Design fetch_stage, sky130hd; sources not shown.
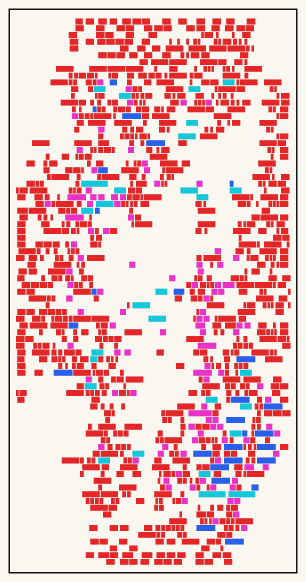
Fig. 1. Cell sizes after repair.
Key: magenta = x3 and x4 [cells 107, most used buf_4]; red = x1 and smaller [cells 884, most used clkdlybuf4s50_1]; blue = x2 [cells 27, most used dfxtp_2]; cyan = x6 and larger [cells 28, most used clkbuf_8]
Synth-to-Final Area Change: 56.5%
fin area: 0.00967 mm^2
fin worst setup slack: 0.0482 ns

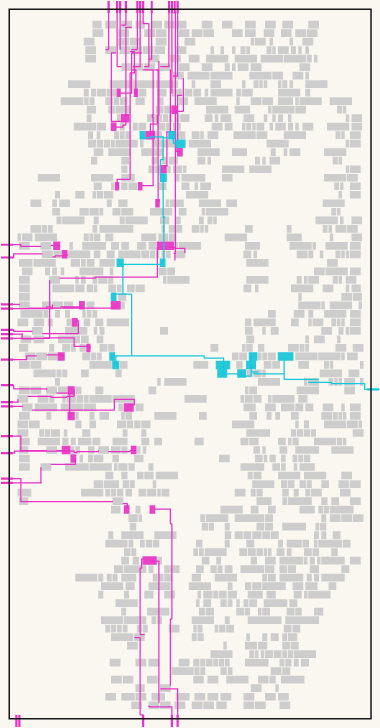
Fig. 2. Wires at chosen ports, followed through buffers.
Key: cyan = PCSrc [direction input, edge right, end cells 15, buffers 2, wire 221 um]; magenta = BranchTarget [direction input, edge 15 left, 12 top, 5 bottom, end cells 30, buffers 30, wire 1230 um]
I/O Pins: 231
number of I/O port buffers: 222

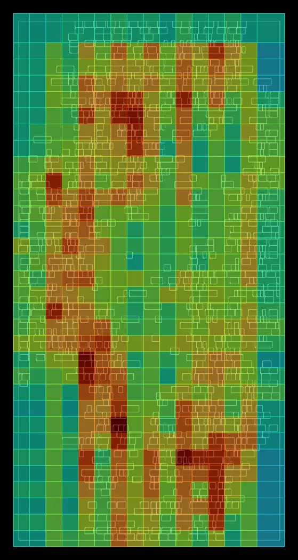
Fig. 3. Routing congestion.
met1 GRT Util: 0.177
grt met2 use: 0.330

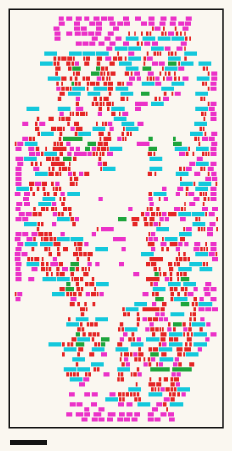
Fig. 4. Cells coloured by class.
The bar under the picture is 20 um long.
Key: cyan = registers [cells 127, share of their area 28%]; green = clock drivers and dummy loads [cells 32, share of their area 4.6%]; red = remaining logic cells [cells 568, share of their area 35%]; magenta = remaining buffers and delay cells [cells 319, share of their area 33%]
core area: 0.0244 mm^2
Rows: 81

==> impl_metrics.ini <==
; yosys + openroad results
[power]
p_comb_frac = 0.162
p_int_uw = 3550
p_switching_uw = 1510
peakVddDrop_v = 0.000273
p_clk_frac = 0.403
powerComb_uw = 818

[flow_run]
cap_violations = 0
tool_warnings = 29

[detailed_routing]
drt-met1-wl_um = 8510
drc = 0
via_count = 6641
ant_nets = 0
drt-total-wl_um = 23000
top_layer_used = met4
wl_met2_um = 12800

[synth]
synthXorXnorAreaFrac = 0.0454
ys_sh_adder = 0.00405
ys_sh_mux = 0
synth_seq_share = 0.411
synth.comb.largest_family = simple AND/OR/NAND/NOR gates
edf_count = 0
yosysCellCount = 780
async_flop_share = 0
top_area_frac = 0.411
synthAoiAreaFrac = 0.208

[layout]
lay_top_count = clkdlybuf4s50_1
dominant_cells = combinational gates
fillers = 2484
instances_no_fill = 1380
bufAreaShareNonClock = 0.312
clock_area_frac = 0.0439
flop_area_mm2 = 0.00256
antenna_cells = 2
comb_cells = 553
n_all_inverters = 15
ff_count = 127
n_all_buffers = 319
layout.nets = 1105
layout.area.comb_mm2 = 0.00319

[timing]
fmax_mhz = 425
setup_viol = 0
relSlewSlack = 0.591
fin_crit_ns = 2.35
finClkSkew_ns = 0.0143
min_period_over_period = 0.980

[clock_tree]
htree_levels = 4
clk_latency_ns = 0.47
cts_setup_buffers = 0
root_buffer = clkbuf_8
path_clk_slew_ns = 0.08
clockBufferDepth = 2

[global_route]
grt_pass1_wl_um = 34700
grt_pass1_vias = 6450
grt_overflow = 0

[setup_path]
rrSetupSlack_ns = 0.17
worstPathRequired_ns = 2.80
crit_cells = 8
path_delay_family = simple AND/OR/NAND/NOR gates
end_kind = flop
cp.buffers_inverters = 3

[floorplanning]
dieArea_mm2 = 0.0261

[run_status]
outcome = finished, final reports clean

[worst_hold_path]
min_path_cells = 2

[placed_design]
detailed_place.area_mm2 = 0.00921
